[src/rtl/seq_pkg.sv]
// Shared encodings for the serial pattern transmitter and the
// sequence recognizers that consume its stream.
package seq_pkg;

  typedef enum logic [1:0] {
    ST_IDLE = 2'b00,
    ST_SEND = 2'b01,
    ST_GAP  = 2'b10,
    ST_DONE = 2'b11
  } state_e;

endpackage

[src/rtl/seq_piso.sv]
// Parallel-in/serial-out shift register. It keeps the captured
// pattern for reloads between repeats and a working copy that
// shifts left. Ports: capture (take din), reload (restore the
// pattern), shift (move left one bit), sel (tap index, len-1),
// tap_nxt (tapped bit of the next register value, so that the
// parent can register it in the same cycle the register updates).
module seq_piso
  import seq_pkg::*;
#(
  parameter int WIDTH = 16,
  parameter int CNT_W = 5
) (
  input  logic             clk,
  input  logic             reset,
  input  logic             capture,
  input  logic             reload,
  input  logic             shift,
  input  logic [WIDTH-1:0] din,
  input  logic [CNT_W-1:0] sel,
  output logic             tap_nxt
);

  logic [WIDTH-1:0] pat_q, pat_d;
  logic [WIDTH-1:0] sh_q, sh_d;

  always_comb begin
    pat_d = pat_q;
    sh_d  = sh_q;
    if (capture) begin
      pat_d = din;
      sh_d  = din;
    end else if (reload) begin
      sh_d = pat_q;
    end else if (shift) begin
      sh_d = {sh_q[WIDTH-2:0], 1'b0};
    end
  end

  // Mux loop keeps sel width independent of WIDTH.
  always_comb begin
    tap_nxt = 1'b0;
    for (int i = 0; i < WIDTH; i++) begin
      if (sel == CNT_W'(i)) tap_nxt = sh_d[i];
    end
  end

  always_ff @(posedge clk or negedge reset) begin
    if (!reset) begin
      pat_q <= '0;
      sh_q  <= '0;
    end else begin
      pat_q <= pat_d;
      sh_q  <= sh_d;
    end
  end

endmodule

[src/rtl/seq_pattern_tx.sv]
// Serial pattern transmitter: captures data/len/rep on start and
// sends the low len bits MSB-first, rep times, GAP idle cycles
// between repeats. Ports: clk, reset (async, active-low), start,
// data, len, rep in; out, valid, busy, done out (all registered).
module seq_pattern_tx
  import seq_pkg::*;
#(
  parameter int WIDTH = 16,
  parameter int CNT_W = 5,
  parameter int REP_W = 4,
  parameter int GAP   = 0
) (
  input  logic             clk,
  input  logic             reset,
  input  logic             start,
  input  logic [WIDTH-1:0] data,
  input  logic [CNT_W-1:0] len,
  input  logic [REP_W-1:0] rep,
  output logic             out,
  output logic             valid,
  output logic             busy,
  output logic             done
);

  localparam int GW = (GAP > 1) ? $clog2(GAP + 1) : 1;

  state_e           state_q, state_d;
  logic [CNT_W-1:0] bitcnt_q, bitcnt_d;
  logic [REP_W-1:0] repcnt_q, repcnt_d;
  logic [CNT_W-1:0] lenl_q, lenl_d;
  logic [GW-1:0]    gapcnt_q, gapcnt_d;
  logic             out_q, out_d;
  logic             valid_q, valid_d;
  logic             busy_q, busy_d;
  logic             done_q, done_d;

  logic [CNT_W-1:0] len_c;
  logic [REP_W-1:0] rep_c;
  logic [CNT_W-1:0] sel;
  logic             capture, reload, shift;
  logic             tap_nxt;

  seq_piso #(
    .WIDTH (WIDTH),
    .CNT_W (CNT_W)
  ) u_piso (
    .clk     (clk),
    .reset   (reset),
    .capture (capture),
    .reload  (reload),
    .shift   (shift),
    .din     (data),
    .sel     (sel),
    .tap_nxt (tap_nxt)
  );

  always_comb begin
    len_c = (len > CNT_W'(WIDTH)) ? CNT_W'(WIDTH) : len;
    rep_c = (rep == '0) ? REP_W'(1) : rep;
  end

  always_comb begin
    state_d  = state_q;
    bitcnt_d = bitcnt_q;
    repcnt_d = repcnt_q;
    lenl_d   = lenl_q;
    gapcnt_d = gapcnt_q;
    capture  = 1'b0;
    reload   = 1'b0;
    shift    = 1'b0;
    unique case (state_q)
      ST_IDLE: begin
        if (start) begin
          capture  = 1'b1;
          lenl_d   = len_c;
          repcnt_d = rep_c;
          bitcnt_d = len_c;
          state_d  = (len_c != '0) ? ST_SEND : ST_DONE;
        end
      end
      ST_SEND: begin
        if (bitcnt_q > CNT_W'(1)) begin
          shift    = 1'b1;
          bitcnt_d = bitcnt_q - CNT_W'(1);
        end else begin
          bitcnt_d = '0;
          if (repcnt_q > REP_W'(1)) begin
            repcnt_d = repcnt_q - REP_W'(1);
            if (GAP > 0) begin
              state_d  = ST_GAP;
              gapcnt_d = GW'(GAP);
            end else begin
              reload   = 1'b1;
              bitcnt_d = lenl_q;
            end
          end else begin
            repcnt_d = '0;
            state_d  = ST_DONE;
          end
        end
      end
      ST_GAP: begin
        if (gapcnt_q > GW'(1)) begin
          gapcnt_d = gapcnt_q - GW'(1);
        end else begin
          gapcnt_d = '0;
          reload   = 1'b1;
          bitcnt_d = lenl_q;
          state_d  = ST_SEND;
        end
      end
      ST_DONE: state_d = ST_IDLE;
      default: state_d = ST_IDLE;
    endcase
  end

  // Outputs are decoded from the next state and registered, so the
  // first bit appears the cycle after the capturing edge.
  always_comb begin
    sel     = (lenl_d != '0) ? lenl_d - CNT_W'(1) : '0;
    valid_d = (state_d == ST_SEND);
    out_d   = valid_d & tap_nxt;
    busy_d  = (state_d != ST_IDLE);
    done_d  = (state_d == ST_DONE);
  end

  always_ff @(posedge clk or negedge reset) begin
    if (!reset) begin
      state_q  <= ST_IDLE;
      bitcnt_q <= '0;
      repcnt_q <= '0;
      lenl_q   <= '0;
      gapcnt_q <= '0;
      out_q    <= 1'b0;
      valid_q  <= 1'b0;
      busy_q   <= 1'b0;
      done_q   <= 1'b0;
    end else begin
      state_q  <= state_d;
      bitcnt_q <= bitcnt_d;
      repcnt_q <= repcnt_d;
      lenl_q   <= lenl_d;
      gapcnt_q <= gapcnt_d;
      out_q    <= out_d;
      valid_q  <= valid_d;
      busy_q   <= busy_d;
      done_q   <= done_d;
    end
  end

  assign out   = out_q;
  assign valid = valid_q;
  assign busy  = busy_q;
  assign done  = done_q;

endmodule

[config.mk]
export PLATFORM = sky130hd
export DESIGN_NAME = seq_pattern_tx
export DESIGN_NICKNAME = d
export VERILOG_FILES = /design/src/rtl/seq_pkg.sv /design/src/rtl/seq_piso.sv /design/src/rtl/seq_pattern_tx.sv
export SDC_FILE = /design/constraint.sdc
export NUM_CORES = 1
export LEC_CHECK = 0
export CORE_MARGIN = 3
export CORE_UTILIZATION = 63
export CTS_CLUSTER_DIAMETER = 50
export DETAILED_ROUTE_END_ITERATION = 6
export PLACE_DENSITY = 0.86
export RECOVER_POWER = 50
export SLEW_MARGIN = 0
export SYNTH_ARGS = -nofsm -noshare
export SYNTH_HDL_FRONTEND = slang
export SYNTH_SLANG_ARGS = --single-unit
[constraint.sdc]
create_clock -name clk -period 6.6 [get_ports clk]
set_input_delay 1.32 -clock clk [delete_from_list [all_inputs] [get_ports clk]]
set_output_delay 1.32 -clock clk [all_outputs]
set_load 0.005 [all_outputs]
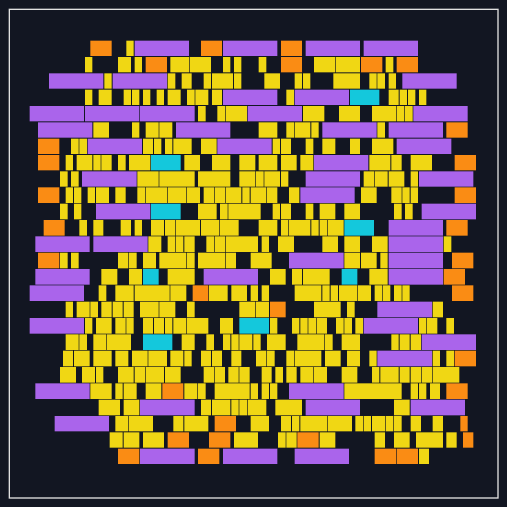
(placed cells, one colour a class)
Drawn at 6 px/um.
clock drivers and dummy loads: shown in cyan, cells 8, share of their area 2.5%. sequential cells: shown in purple, cells 52, share of their area 34%. combinational and other logic: shown in yellow, cells 341, share of their area 55%. remaining buffers and delay cells: shown in orange, cells 34, share of their area 8.5%.
core area: 5270 um^2
Final Util: 0.743
row count: 26

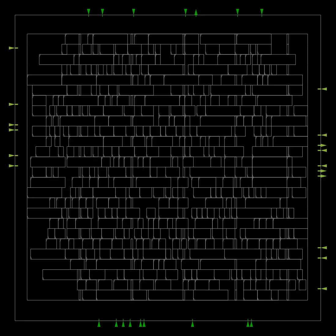
(placement view)
n_taps: 70
flop count: 52
non-filler cells in the finished layout: 505
Seq area share: 0.332
Fill cells: 424

==> impl_metrics.tcl <==
# implementation run metrics
set metrics [dict create \
    n_all_inverters 26 \
    violations "capacitance limit, slew limit" \
    p_sw_w 0.00103 \
    ctsResizeCount 0 \
    cts_setup_buffers 0 \
    fp_nets 456 \
    worstSetupStartpoint "start" \
    max-vdd-ir-drop_mv 0.302 \
    gp_congestion 0.936 \
    pwr-share-clk 0.092 \
    top_cells_by_area "dfrtp_1 37%, nand2_1 8.3%, ha_1 4.2%" \
    end_kind "register" \
    flop_area_um2 1300 \
    min_period_ns 5.07 \
    fin_area_um2 3920 \
    cap_violations 1 \
    ys_area_um2 3560 \
    crit_fanout 33 \
    clk_share 0.0249 \
    ys_seq_frac 0.365 \
    crit_chain "dlygate4sd3_1, and2_1, buf_4, a31o_2, inv_1, ha_1, nor2b_1, a32o_1, nor3_4, nand3b_1, a31oi_1, a2111oi_0, nor4b_2, o21ai_2" \
    dp_hpwl_um 6030 \
    synth_cell_types 78 \
    pwr-share-comb 0.638 \
    n_all_buffers 34 \
    numCtsBuffers 5 \
    power.sequential.fraction 0.270 \
    nMultiInputCombCells 315 \
    cts.sinks 52 \
    mux_share 0.0520 \
    sh_comb_area 0.513 \
    cpMaxStageDelayCell "dlygate4sd3_1" \
    drc 0 \
    r2r-end "out" \
    swShare 0.475 \
    synthFlopType "dfrtp_1" \
    cts.path.max_buffers 2 \
    logic_family "AND-OR/OR-AND gates" \
    ctsHtreeMaxLevel 2 \
    die_h_um 81.2 \
    clk_pin_slew_ns 0.10 \
    outcome "complete, but fails checks" \
    power_leakage_nw 1.79 \
    whs_endpoint "u_piso.pat_q[13]" \
    synth-edff-count 0 \
    viasPerCell 6.26 \
    antenna_found_initial 0 \
    grt-ovfl-total 0 \
    warnings 34 \
    min_from "u_piso.pat_q[13]" \
    grt_pass1_vias 2917 \
    synth_area_um2 3560 \
    drv_slew 53 \
    ys_ff 52 \
    wl_met2_um 3930 \
    track_usage 0.277 \
    start_kind "primary input" \
    critPathKind "primary input to register" \
    drt-met1-wl_um 3810 \
    ys_sh_simple 0.220 \
    tightest_slew_ns 2.74 \
    hold_depth 2 \
    rr_worst_depth 15 \
    clock_skew_ns 0.00875 \
    ys_sh_adder 0.0421 \
    worst_setup_path_endpoint "out" \
    setup_viol_count_final 0 \
    clock-root-buffer "clkbuf_8" \
    top_layer "met4" \
    syn_area_per_cell_um2 8.56 \
    yosys.area.top_type "dfrtp_1" \
    grt_pass1_wl_um 13900 \
    common_cells "79 x nand2_1, 52 x dfrtp_1, 28 x nor2_1, 27 x o21ai_0, 24 x inv_1" \
    area_growth_pct 9.91 \
    drt-initial-drc-count 246 \
    antenna_cells 0 \
    yosys_warnings 0 \
    yosys_cells 416 \
    crit_required_ns 6.86 \
    synthArstFlopShare 1.00 \
    fin_ws_ns 1.53 \
    min_path_type "register to register" \
    clockBufferCount 6 \
    top_cell "nand2_1" \
    dp_cells 497 \
    p_int_w 0.00114 \
    wl_met3_um 561 \
    rsz0062_at_grt "no" \
    drt.antenna.violating_nets 0 \
    pre_cts_slack_ns 1.37 \
    fin_setup_tns_ns 0 \
    fin_total_pwr_w 0.00217 \
    top_cell_area_share 0.365 \
    clkLatencyLatePin_ns 0.32 \
    syn_inst 416 \
    grt_max_degree 53 \
    crit_arrival_ns 5.33 \
    fmax_mhz 197 \
    hold_ws_ns 0.477 \
    comb_area_um2 2010 \
    r2r_slack_ns 2.36 \
    max_stage_delay_ns 0.85 \
    first_pass_iters 5 \
    wl_um 8480 \
    cts_tree "done" \
    dr_total_vias 3159 \
    avgRoutedWirePerCell_um 16.8 \
    io_pins 32 \
    port_buffers 31 \
    chipArea_um2 6590 \
    fp_util 0.676 \
    xor_share 0.00738 \
    timing.rr.start "state_q[1]" \
    nonClkBufAreaFrac 0.0828 \
    fin_crit_sh 0.769 \
    fin_nets 474 \
    die_w_um 81.2 \
]
[worst max-delay path: cells and delay by family]
| family | cells | cell delay [ns] |
|---|---|---|
| buffers and inverters | 3 | 1.27 |
| AND/OR/NAND/NOR | 5 | 1.03 |
| AND-OR/OR-AND | 5 | 1.36 |
| adder cells (fa/ha/maj) | 1 | 0.35 |
[registers in the layout (all words and copies together), names as in the netlist]
| name | cells |
|---|---|
| lenl_q | 5 |
| done | 1 |
| repcnt_q | 4 |
| out | 1 |
| u_piso.sh_q | 16 |
| valid | 1 |
| busy | 1 |
| u_piso.pat_q | 16 |
| state_q | 2 |
| bitcnt_q | 5 |
[routing by layer]
metal | GRT usage | vias up
li1 | - | 1512
met1 | 0.377 | 1487
met2 | 0.446 | 136
met3 | 0.0421 | 24
met4 | 0.103 | 0
met5 | 0 | -
[cell usage in the layout (no fill, tap or decap), types with 3 or more instances in the layout]
cell and n:
a21oi_1 20, nand3_1 6, nor4_1 3, nor2_1 28, mux2_2 4, clkbuf_8 6, a21boi_0 3, ha_1 12
o21ai_0 27, a22oi_1 3, o211ai_1 8, or2_2 3, nand2_1 79, and3_2 4, and3_1 3, inv_1 24
a21o_1 6, mux2i_1 14, o22ai_1 5, clkdlybuf4s50_1 28, nand2b_1 8, a211oi_1 9, o21a_1 5, dfrtp_1 52
nor3_1 7, a31oi_1 6
[power by group through the flow]
stage	clock (W)	combinational, W	sequential (W)
2_1_floorplan	0	0.00112	0.000554
3_3_place_gp	0	0.00131	0.000583
3_5_place_dp	0	0.00135	0.000589
4_1_cts	0.000200	0.00136	0.000583
5_1_grt	0.000215	0.00153	0.000601
6_report	0.000199	0.00138	0.000585
Power is estimated from default activity; no workload was simulated.
